Design serial_frame_receiver, sky130hd; sources not shown.
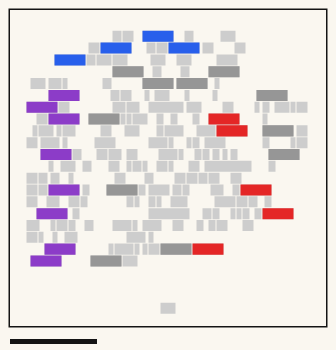
run_1/flops_by_reg.png
Scale bar: 20 um.
Red stands for bit_idx_q, placed flops 5. Purple stands for frame_cnt, placed flops 8. Blue stands for u_out_reg/data_out_o, placed flops 4.
Another 11 sequential cells are not colored.
Seq/total area: 31.5%
Register Area: 561 um2
seq pwr: 518 uW

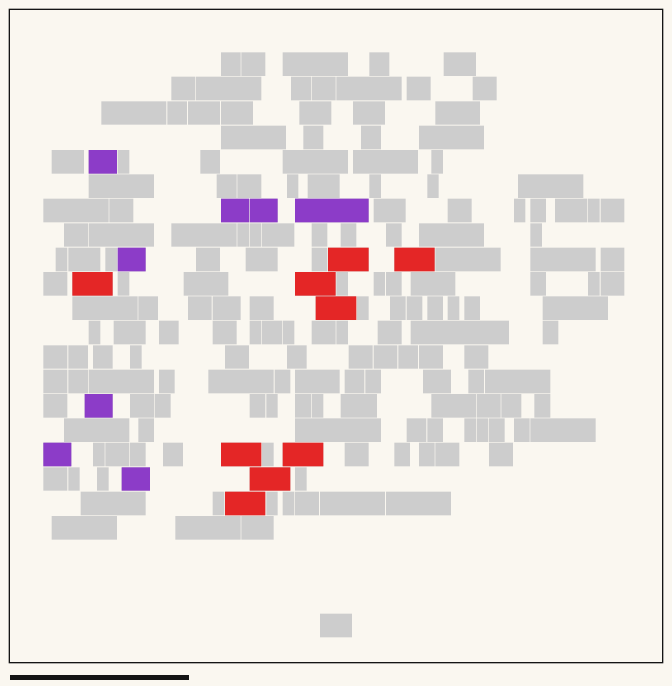
run_1/logic_types.png
Scale bar: 20 um.
Purple stands for xor and xnor cells, cells 8, most used xor2_1. Red stands for fa/ha/maj cells, cells 9, most used ha_1, where middle.
Non-Filler Instances: 239
Comb/total area: 44.6%

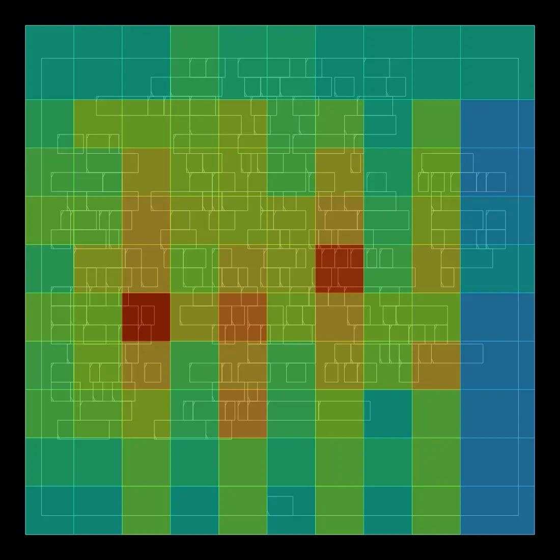
run_1/congestion.png
Tot GR Track Use: 11.2%
M1 GR Usage: 15.0%
per-cell routed wire length: 11.5 um

==> impl_metrics.py, run 1 <==
# Auto-generated metrics
metrics = {
    "clock_tree": {
        "clock-sinks": 28,
        "hold_buffers": 0,
        "ctsRootBufferMaster": "clkbuf_8",
        "cts_htree_levels": 1,
        "cts_made_buffers": 3,
        "cts_tree": "done",
    },
    "worst_setup_path": {
        "required_ns": 2.42,
        "reg2reg_slack_ns": 0.32,
        "r2r_cells": 5,
        "crit_type": "primary input to flip-flop",
        "crit_path_end_kind": "flip-flop",
    },
    "place": {
        "gp_congestion": 0.756,
        "io_buffers": 21,
        "placedCellCount": 235,
        "place_ws_ns": 0.0193,
    },
    "layout": {
        "drive_gt1_share_pct": 19.8,
        "antenna_cells_inserted": 0,
        "nNetsFinal": 203,
        "logic_area_um2": 793,
    },
    "yosys": {
        "synthMostInstantiatedCell": "dfxtp_1",
        "synth_cell_types": 35,
        "synth_area_mm2": 0.00142,
        "synthesis.nets": 171,
        "avgSynthCellArea_um2": 9.07,
    },
    "timing": {
        "fmax_mhz": 530,
        "setup-violations-final": 0,
        "period_needed_ns": 1.89,
        "hold_viol": 0,
        "max_slew_margin_pct": 72.2,
    },
    "floorplanning": {
        "fp_util_pct": 31.8,
        "core_mm2": 0.00444,
        "boundaryPins": 22,
    },
    "grt": {
        "grt_max_degree": 17,
        "antenna_found_initial": 0,
        "first_global_vias": 1070,
    },
    "power_and_ir_drop": {
        "cell_internal_pwr_uw": 812,
        "pg_clk_uw": 406,
        "peakVddDrop_mv": 0.285,
        "swShare_pct": 21.9,
        "p_per_area_mw_per_mm2": 584,
        "leakage_uw": 0.000740,
    },
    "routing": {
        "drt_first_pass_iters": 4,
    },
    "min_path": {
        "whs_path_depth": 2,
    },
    "outcome": {
        "status": "finished, final reports clean",
    },
}
## run 1: placed cells by master (no fill, tap or decap)
master and count:
dfxtp_1 28, buf_4 28, nor2_1 20, a21oi_1 11, mux2i_1 10, ha_1 9, inv_1 8, nand2b_1 8
nand2_1 7, o21ai_0 7, nand3_1 6, xor2_1 5, nand4_1 5, clkdlybuf4s50_1 5, and2_1 3, clkbuf_8 3
or4_1 2, xnor2_1 2, or3_1 2, nor3_1 2, nor3b_1 1, or4b_4 1, a221oi_4 1, and2b_1 1
nor2b_1 1, o21ai_1 1, nor4b_1 1, xnor3_1 1, and3_1 1, o2111a_1 1, nand3b_1 1, a211oi_1 1
bufinv_16 1, nor2b_4 1, nor2b_2 1, and2_2 1
## run 1: layer usage
layer	wire length, um	track usage [%]	share of wire (%)
met5	0	0	0
met4	31	3.70	1.1
met1	1390	15.0	50
met2	1210	17.4	44
met3	119	3.45	4.3
## run 1: logic make-up after synthesis
kind of cell | after synthesis | share of synthesized area (%)
AND/OR/NAND/NOR | 65 | 25.2
multiplexers | 10 | 7.07
AND-OR/OR-AND | 22 | 9.90
XOR/XNOR | 8 | 5.92
flip-flops | 28 | 39.6
buffers and inverters | 14 | 4.33
adder cells (fa/ha/maj) | 9 | 7.96
## run 1: tightest hold or removal path, stage by stage (launching register included)
cell and delay, ns:
dfxtp_1 0.32, nand2_1 0.05, a21oi_1 0.05
## run 1: through the flow
step           total power [uW]  instance area, um2
5_1_grt                    1080                1780
3_3_place_gp                646                1710
6_report                   1040                1780
3_5_place_dp                647                1710
2_1_floorplan               603                1420
4_1_cts                    1060                1780
## run 1: layout make-up
type	instances	share of cell area (%)
Clock buffer	3	2.32
Clock inverter	1	1.69
Inverter	8	1.69
Multi-Input combinational cell	114	44.6
Sequential cell	28	31.5
Tap cell	52	3.65
Timing Repair Buffer	33	14.6
run_1/placement_by_type.png
Scale bar: 20 um.
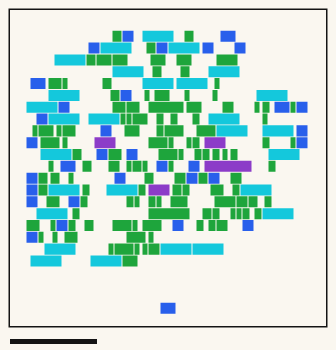

## Run 2: what changed since run 1
--- a/config.mk
+++ b/config.mk
@@ -11,6 +11,7 @@
 export CORE_UTILIZATION = 30
 export CTS_CLUSTER_DIAMETER = 30
 export DETAILED_ROUTE_END_ITERATION = 8
+export GPL_TIMING_DRIVEN = 0
 export SLEW_MARGIN = 40
 export SYNTH_ARGS = -nofsm -noshare
 export SYNTH_HDL_FRONTEND = slang
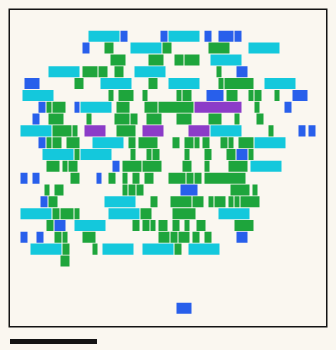
run_2/placement_by_type.png
Scale bar: 20 um.
Cyan stands for sequential cells, cells 28, share of their area 34%. Blue stands for remaining buffers and delay cells, cells 29, share of their area 11%. Purple stands for clock drivers and dummy loads, cells 4, share of their area 4.3%. Green stands for combinational and other logic, cells 122, share of their area 51%.
FP Rows: 24
Seq/total area: 32.5%
core area: 0.00444 mm2
final instance area: 0.00172 mm2

==> run 2 against run 1 <==
- sequential cell count unchanged
- register-to-register slack got worse by 0.14 ns
- core utilization down 1.3 points
- final cell count fell by 1.7%
- hold slack improved by 0.012 ns
- critical path depth up 1
- first-iteration DRC count shrank 38%
- sequential power is essentially flat
- sequential share of layout area is 1.1 points higher
- synthesized cell count unchanged
- wire length is 1.4% higher
- critical endpoint unchanged
- largest cell class unchanged
- largest power group unchanged
==> impl_metrics.py, run 2 <==
# Auto-generated metrics
metrics = {
    "outcome": {
        "status": "finished, final reports clean",
    },
    "place": {
        "placedCellCount": 228,
        "gp_congestion": 0.775,
        "place_ws_ns": -0.645,
        "io_buffers": 20,
    },
    "worst_setup_path": {
        "required_ns": 2.40,
        "r2r_cells": 8,
        "crit_path_end_kind": "flip-flop",
        "reg2reg_slack_ns": 0.18,
    },
    "clock_tree": {
        "ctsRootBufferMaster": "clkbuf_8",
        "clock-sinks": 28,
        "cts_tree": "done",
        "cts_made_buffers": 3,
    },
    "timing": {
        "hold_viol": 0,
        "period_needed_ns": 2.09,
        "setup-violations-final": 0,
        "max_slew_margin_pct": 67.3,
    },
    "yosys": {
        "synthMostInstantiatedCell": "dfxtp_1",
        "synth_area_mm2": 0.00142,
        "synth_cell_types": 35,
        "synthesis.nets": 171,
    },
    "layout": {
        "nNetsFinal": 199,
        "logic_area_um2": 811,
        "stdcell_count": 235,
        "lay_top_count": "dfxtp_1",
        "seq_area_um2": 561,
        "drive_gt1_share_pct": 18.6,
    },
    "floorplanning": {
        "fp_util_pct": 31.8,
        "boundaryPins": 22,
    },
    "power_and_ir_drop": {
        "p_per_area_mw_per_mm2": 603,
        "cell_internal_pwr_uw": 803,
    },
    "grt": {
        "grt_max_degree": 17,
        "first_global_vias": 1130,
    },
    "routing": {
        "wire_per_inst_um": 11.9,
    },
}
## run 2: layout make-up
type | count | area share [%]
plain buffers | 5 | 2.03
clock buffers | 3 | 2.40
clock inverters | 1 | 1.74
inverters | 8 | 1.74
multi-input cells | 114 | 47.1
flip-flops and latches | 28 | 32.5
well taps | 52 | 3.78
repair buffers | 24 | 8.71
## run 2: layer usage
metal,track usage (%),wire (um),vias to the layer above
met4,1.44,8,0
met1,14.8,1390,509
met3,3.45,120,2
li1,-,-,591
met5,0,0,-
met2,19.6,1270,20
## run 2: critical path, delay by kind of cell
family,cells,cell delay [ns]
AND/OR/NAND/NOR,4,0.88
buffers and inverters,3,0.80
AND-OR/OR-AND,1,0.16
## run 2: per-stage QoR
| step | instance area [um2] | power [uW] | setup TNS [ns] |
|---|---|---|---|
| final | 1720 | 1040 | 0 |
| after global routing | 1720 | 1080 | 0 |
| after CTS | 1690 | 1050 | 0 |
| after detailed placement | 1600 | 632 | -2.72 |
| after global placement | 1680 | 630 | -2.56 |
| after floorplan | 1420 | 603 | 0 |
## run 2: timing repair
item,4_1_cts,5_1_grt
hold buffers,0,0
cloned,0,0
endpoints found under the setup margin,3,2
setup buffers,1,3
resized,4,0
## run 2: cells by family after synthesis
logic type	count (synthesis)	synth area share, %
xor gates and xnor gates	8	5.92
and+or+nand+nor	65	25.2
adders and majority gates	9	7.96
muxes	10	7.07
buffers and inverters	14	4.33
DFF	28	39.6
AOI/OAI and AO/OA	22	9.90
## run 2: power by group through the flow
stage	Clock, uW	Sequential, uW	Combinational, uW
5_1_grt	443	520	122
2_1_floorplan	0	530	72.3
4_1_cts	429	519	104
6_report	413	518	108
3_5_place_dp	0	530	101
3_3_place_gp	0	530	100
Power figures rest on the tool's default switching activity, not on a simulated workload.
